**src/rtl/rat_uart_tx.sv**
```systemverilog
// rat_uart_tx: RAT port-bus UART transmitter (8N1, LSB first) with a small byte FIFO.
// Define RAT_UART_TX_PARITY_EN to insert an even-parity bit (8E1 frames).
module rat_uart_tx #(
  parameter logic [7:0] DATA_ID      = 8'h80,
  parameter logic [7:0] STATUS_ID    = 8'h81,
  parameter int         CLKS_PER_BIT = 868,
  parameter int         FIFO_DEPTH   = 4
) (
  input  logic       CLK,
  input  logic       RESET,
  input  logic [7:0] PORT_ID,
  input  logic [7:0] OUT_PORT,
  input  logic       IO_STRB,
  output logic [7:0] IN_DATA,
  output logic       TX
);

  localparam int CW = $clog2(CLKS_PER_BIT);
  localparam int PW = $clog2(FIFO_DEPTH);
  localparam logic [CW-1:0] LAST_TICK = CW'(CLKS_PER_BIT - 1);
  localparam logic [PW:0]   FULL_CNT  = (PW + 1)'(FIFO_DEPTH);

  typedef enum logic [2:0] {
    IDLE,
    START,
    DATA,
`ifdef RAT_UART_TX_PARITY_EN
    PARITY,
`endif
    STOP
  } state_t;

  logic          strb_d;
  logic          wr_evt;
  logic          req_data;
  logic          req_status;
  logic [7:0]    req_byte;

  logic [7:0]    mem [FIFO_DEPTH];
  logic [PW-1:0] rd_ptr;
  logic [PW-1:0] wr_ptr;
  logic [PW:0]   count;
  logic          full;
  logic          empty;
  logic          push;
  logic          pop;
  logic          ovf;

  state_t        state;
  state_t        state_n;
  logic [CW-1:0] baud;
  logic [CW-1:0] baud_n;
  logic [2:0]    idx;
  logic [2:0]    idx_n;
  logic [7:0]    shift;
  logic [7:0]    shift_n;
  logic          tx_n;
  logic          last_tick;
`ifdef RAT_UART_TX_PARITY_EN
  logic          par;
`endif

  // The strobe comes from the slow MCU clock; one request per rising edge,
  // registered so the bus decode is off the FIFO write path.
  assign wr_evt = IO_STRB & ~strb_d;

  always_ff @(posedge CLK) begin
    if (RESET) begin
      strb_d     <= 1'b0;
      req_data   <= 1'b0;
      req_status <= 1'b0;
      req_byte   <= 8'h00;
    end else begin
      strb_d     <= IO_STRB;
      req_data   <= wr_evt && (PORT_ID == DATA_ID);
      req_status <= wr_evt && (PORT_ID == STATUS_ID);
      req_byte   <= OUT_PORT;
    end
  end

  assign full  = (count == FULL_CNT);
  assign empty = (count == '0);
  assign push  = req_data & ~full;

  always_ff @(posedge CLK) begin
    if (push) mem[wr_ptr] <= req_byte;
  end

  always_ff @(posedge CLK) begin
    if (RESET) begin
      rd_ptr <= '0;
      wr_ptr <= '0;
      count  <= '0;
    end else begin
      if (push) wr_ptr <= wr_ptr + PW'(1);
      if (pop)  rd_ptr <= rd_ptr + PW'(1);
      case ({push, pop})
        2'b10:   count <= count + (PW + 1)'(1);
        2'b01:   count <= count - (PW + 1)'(1);
        default: count <= count;
      endcase
    end
  end

  // A new overflow takes priority over a clear arriving in the same cycle.
  always_ff @(posedge CLK) begin
    if (RESET)                   ovf <= 1'b0;
    else if (req_data && full)   ovf <= 1'b1;
    else if (req_status)         ovf <= 1'b0;
  end

  assign IN_DATA = (PORT_ID == STATUS_ID) ?
                   {4'b0000, ovf, (state != IDLE), empty, full} : 8'h00;

  always_ff @(posedge CLK) begin
    if (RESET) begin
      state <= IDLE;
      baud  <= '0;
      idx   <= '0;
      shift <= 8'h00;
      TX    <= 1'b1;
`ifdef RAT_UART_TX_PARITY_EN
      par   <= 1'b0;
`endif
    end else begin
      state <= state_n;
      baud  <= baud_n;
      idx   <= idx_n;
      shift <= shift_n;
      TX    <= tx_n;
`ifdef RAT_UART_TX_PARITY_EN
      if (pop) par <= ^mem[rd_ptr];
`endif
    end
  end

  assign last_tick = (baud == LAST_TICK);

  // TX is decoded from the next state so the registered line changes on the
  // same edge as the state it belongs to.
  always_comb begin
    state_n = state;
    baud_n  = baud;
    idx_n   = idx;
    shift_n = shift;
    pop     = 1'b0;
    tx_n    = 1'b1;
    case (state)
      IDLE: begin
        if (!empty) begin
          pop     = 1'b1;
          shift_n = mem[rd_ptr];
          baud_n  = '0;
          state_n = START;
        end
      end
      START: begin
        if (last_tick) begin
          baud_n  = '0;
          idx_n   = '0;
          state_n = DATA;
        end else begin
          baud_n = baud + CW'(1);
        end
      end
      DATA: begin
        if (last_tick) begin
          baud_n  = '0;
          shift_n = {1'b0, shift[7:1]};
          idx_n   = idx + 3'd1;
          if (idx == 3'd7) begin
`ifdef RAT_UART_TX_PARITY_EN
            state_n = PARITY;
`else
            state_n = STOP;
`endif
          end
        end else begin
          baud_n = baud + CW'(1);
        end
      end
`ifdef RAT_UART_TX_PARITY_EN
      PARITY: begin
        if (last_tick) begin
          baud_n  = '0;
          state_n = STOP;
        end else begin
          baud_n = baud + CW'(1);
        end
      end
`endif
      STOP: begin
        if (last_tick) begin
          baud_n  = '0;
          state_n = IDLE;
        end else begin
          baud_n = baud + CW'(1);
        end
      end
      default: state_n = IDLE;
    endcase

    case (state_n)
      START:   tx_n = 1'b0;
      DATA:    tx_n = shift_n[0];
`ifdef RAT_UART_TX_PARITY_EN
      PARITY:  tx_n = par;
`endif
      default: tx_n = 1'b1;
    endcase
  end

endmodule

```
**config.mk**
```make
export PLATFORM = sky130hd
export DESIGN_NAME = rat_uart_tx
export DESIGN_NICKNAME = d
export VERILOG_FILES = /design/src/rtl/rat_uart_tx.sv
export SDC_FILE = /design/constraint.sdc
export NUM_CORES = 1
export LEC_CHECK = 0
export CORE_UTILIZATION = 61
export CTS_CLUSTER_SIZE = 20
export DETAILED_ROUTE_END_ITERATION = 12
export PLACE_DENSITY = 0.95
export RECOVER_POWER = 25
export SLEW_MARGIN = 0
export SYNTH_ARGS = -nofsm -noshare
export SYNTH_HDL_FRONTEND = slang
export SYNTH_SLANG_ARGS = --single-unit
```
**constraint.sdc**
```tcl
create_clock -name CLK -period 4.08 [get_ports CLK]
set_input_delay 0.612 -clock CLK [delete_from_list [all_inputs] [get_ports CLK]]
set_output_delay 0.612 -clock CLK [all_outputs]
set_load 0.01 [all_outputs]
```
==> summary.rpt <==
RUN METRICS
----------------------------------------------------
[Status]
  Outcome ........................ finished, final reports clean

[Pwr]
  Power drawn by the sequential cells ........................ between 0.8 and 0.9 mW
  Clk power ........................ 0.571 mW
  Cell leakage power ........................ 1.23 nW
  Share of power burned in combinational logic ........................ between 2 and 2.5%
  Total combinational power ........................ approximately 0.034 mW
  Power after layout ........................ about 1.4 mW
  Highest-power group ........................ sequential cells

[Layout]
  Number of flip-flops under the largest register name ........................ 32
  Nets ........................ between 300 and 400
  Top library cells by usage in the layout, fill and taps aside ........................ dfxtp_1, nor2_1, edfxtp_1
  Multi-input logic cell count ........................ roughly 170
  Most common logic cell in the routed design ........................ dfxtp_1
  ClkCell Share ........................ roughly 5.4%
  Number of antenna repair diodes ........................ 0
  Area used by sequential logic in the layout ........................ between 1500 and 2000 µm²
  Largest registers ........................ mem (32), baud (10)
  Layout non-clock buf frac ........................ ~6.8%
  Layout cells sized above 1 ........................ a little under a tenth
  P&R area growth vs syn ........................ 15.1%
  Multi-input gate area ........................ between 1000 and 1500 µm²
  Non-clock buffer total of the final layout ........................ 25
  Largest area class, layout ........................ flip-flops and latches
  Number of non-filler instances in the completed layout ........................ approximately 360
  Multi-input logic portion of the cell area ........................ between 30% and 40%
  Filler Cell Count ........................ between 300 and 400

[Setup path]
  Series of cell instances along the critical path ........................ clkdlybuf4s50_1, or4b_2, nor4_1, nand2_1, nor2_1, clkdlybuf4s50_1
  Worst setup startpoint ........................ PORT_ID[5]
  Startpoint of the worst register-to-register path ........................ state[2]
  Worst reg2reg endpoint ........................ count[2]
  Arrival @ worst endpoint ........................ 3.10 ns
  Required arrival time at the worst endpoint ........................ around 3.5 ns
  Worst-path maximum fanout ........................ 4
  Cell family with most CP delay ........................ simple AND/OR/NAND/NOR gates
  Cell with the largest stage delay on the worst path ........................ or4b_2
  Internal reg-to-reg setup slack ........................ around 1.4 ns
  Bufs and invs on worst path ........................ 2

[Route]
  Number of iterations in the first detailed-routing pass ........................ 4
  M1 WL ........................ around 2400 µm
  Sum of met2 wire segment lengths after detailed routing ........................ around 3300 µm
  Initial drt markers ........................ approximately 150
  Top Metal Used ........................ met4
  Post-DR vias/cell ........................ about 5.7
  Met3 wirelength from detailed routing ........................ about 220 µm

[Synthesis]
  Cell taking the most area after synthesis ........................ edfxtp_1
  Post-synth tally of flip-flops with integrated enable ........................ 32
  Async S/R FF share, synth ........................ 0%
  Top comb family, area ........................ simple AND/OR/NAND/NOR gates
  Simple-Gate Fraction of Synth Area ........................ between 10% and 20%
  Adder and majority gate portion of the synthesized area ........................ 3.82%
  Mapped Area ........................ 3140 µm²
  Commonest cells in the netlist ........................ dfxtp_1, nor2_1, edfxtp_1, nand2_1, a21oi_1
  Portion of netlist area occupied by mux cells ........................ ~7%
  Number of cell instances after yosys synthesis ........................ around 260
  Sequential area share after synthesis ........................ between 50 and 60%
  Yosys top cell area share ........................ between 30% and 40%
  Post-synthesis cell count ........................ roughly 260
  Number of distinct library cell variants in the gate-level netlist after synthesis ........................ about 40
  Most common cell in the synthesized netlist ........................ dfxtp_1
  Compound Share, Synth ........................ under 10%

[Final timing]
  Final hold slack ........................ between 0.4 and 0.5 ns
  Final Hold Viols ........................ 0
  Min setup slack post-route ........................ 0.368 ns
  RSZ-0062 raised after global routing ........................ no
  Setup total negative slack ........................ 0 ns
  Achievable frequency ........................ 0.269 GHz
  Setup violation total in the final timing report ........................ 0
  Post-route minimum period ........................ 3.71 ns

[CTS]
  Clock slew at reported path FFs ........................ approximately 0.07 ns
  Post-CTS repair timing setup buffer count ........................ 0
  Number of levels in the clock H-tree ........................ 3
  Master cell of the clock root buffer ........................ clkbuf_8
  Clock tree from TritonCTS ........................ built
  Count of hold buffers inserted by post-cts repair ........................ 0
  Number of buffers on the longest clock path ........................ 2

[Hold path]
  Hold path startpoint ........................ shift[4]
  Class of the tightest hold or removal check ........................ reg2reg
  Worst Hold Path EP ........................ shift[4]
  Depth of the worst hold-timing path ........................ 2

[Floorplan]
  Area of the die ........................ around 5400 µm²
  Total number of placement rows ........................ 25
  Tap Count ........................ ~67

[Global routing]
  GRT met3 Usage ........................ under 10%
  Met1 usage ........................ between 20% and 30%
  Overflow after GRT ........................ 0

[Placement]
  Placer congestion estimate ........................ 0.759
  Placement-stage cell area ........................ roughly 3400 µm²
  Placed cell count ........................ ~350

----------------------------------------------------
Fig. 1: I/O nets highlighted
Scale: 6 px per µm.
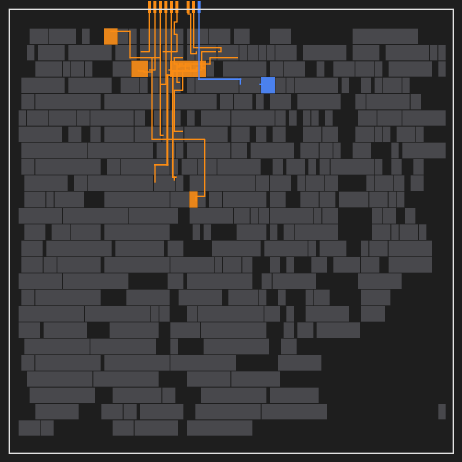
port	colour	bits	direction	edge	end cells	buffers	wire
`PORT_ID`	orange	8	input	top	5	8	230 µm
`IO_STRB`	blue	1	input	top	1	1	19.5 µm
number of primary I/O pins: 28
Port Buffer Count: 23

Fig. 2: routed metal, one colour a layer
Scale: 4 px per µm.
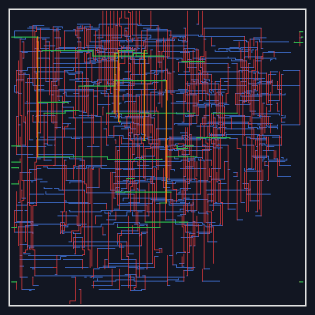
layer	colour	wire length
metal 4	orange	116 µm
metal 1	blue	2360 µm
metal 3	green	224 µm
metal 2	red	3280 µm
wire length after detailed routing: 5970 µm
global router's overall resource usage: 25.2%
detailed-route wire length per cell: 16.5 µm
vias: 2054

Fig. 3: clock nets
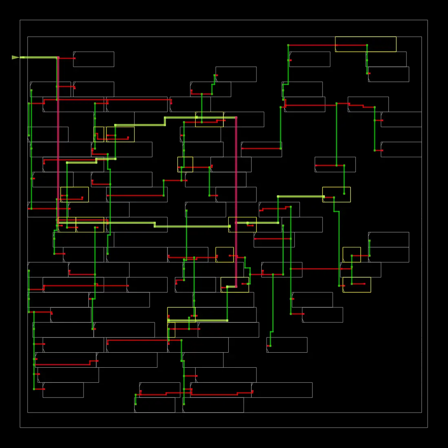
seq_cells: 78
sink count of the clock tree: 78
Setup Skew: 0.00940 ns
clock buffer count: 10

Fig. 4: register map, names as in the netlist
Scale: 4 px per µm.
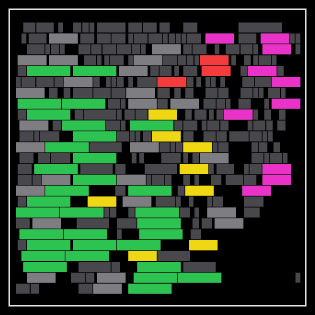
name in the netlist	colour	flops
`state`	red	3
`baud`	magenta	10
`shift`	yellow	8
`mem`	green	32
not coloured	25
sequential fraction of total cell area: 52.1%
final core occ: 74.5%

Power figures rest on the tool's default switching activity, not on a simulated workload.
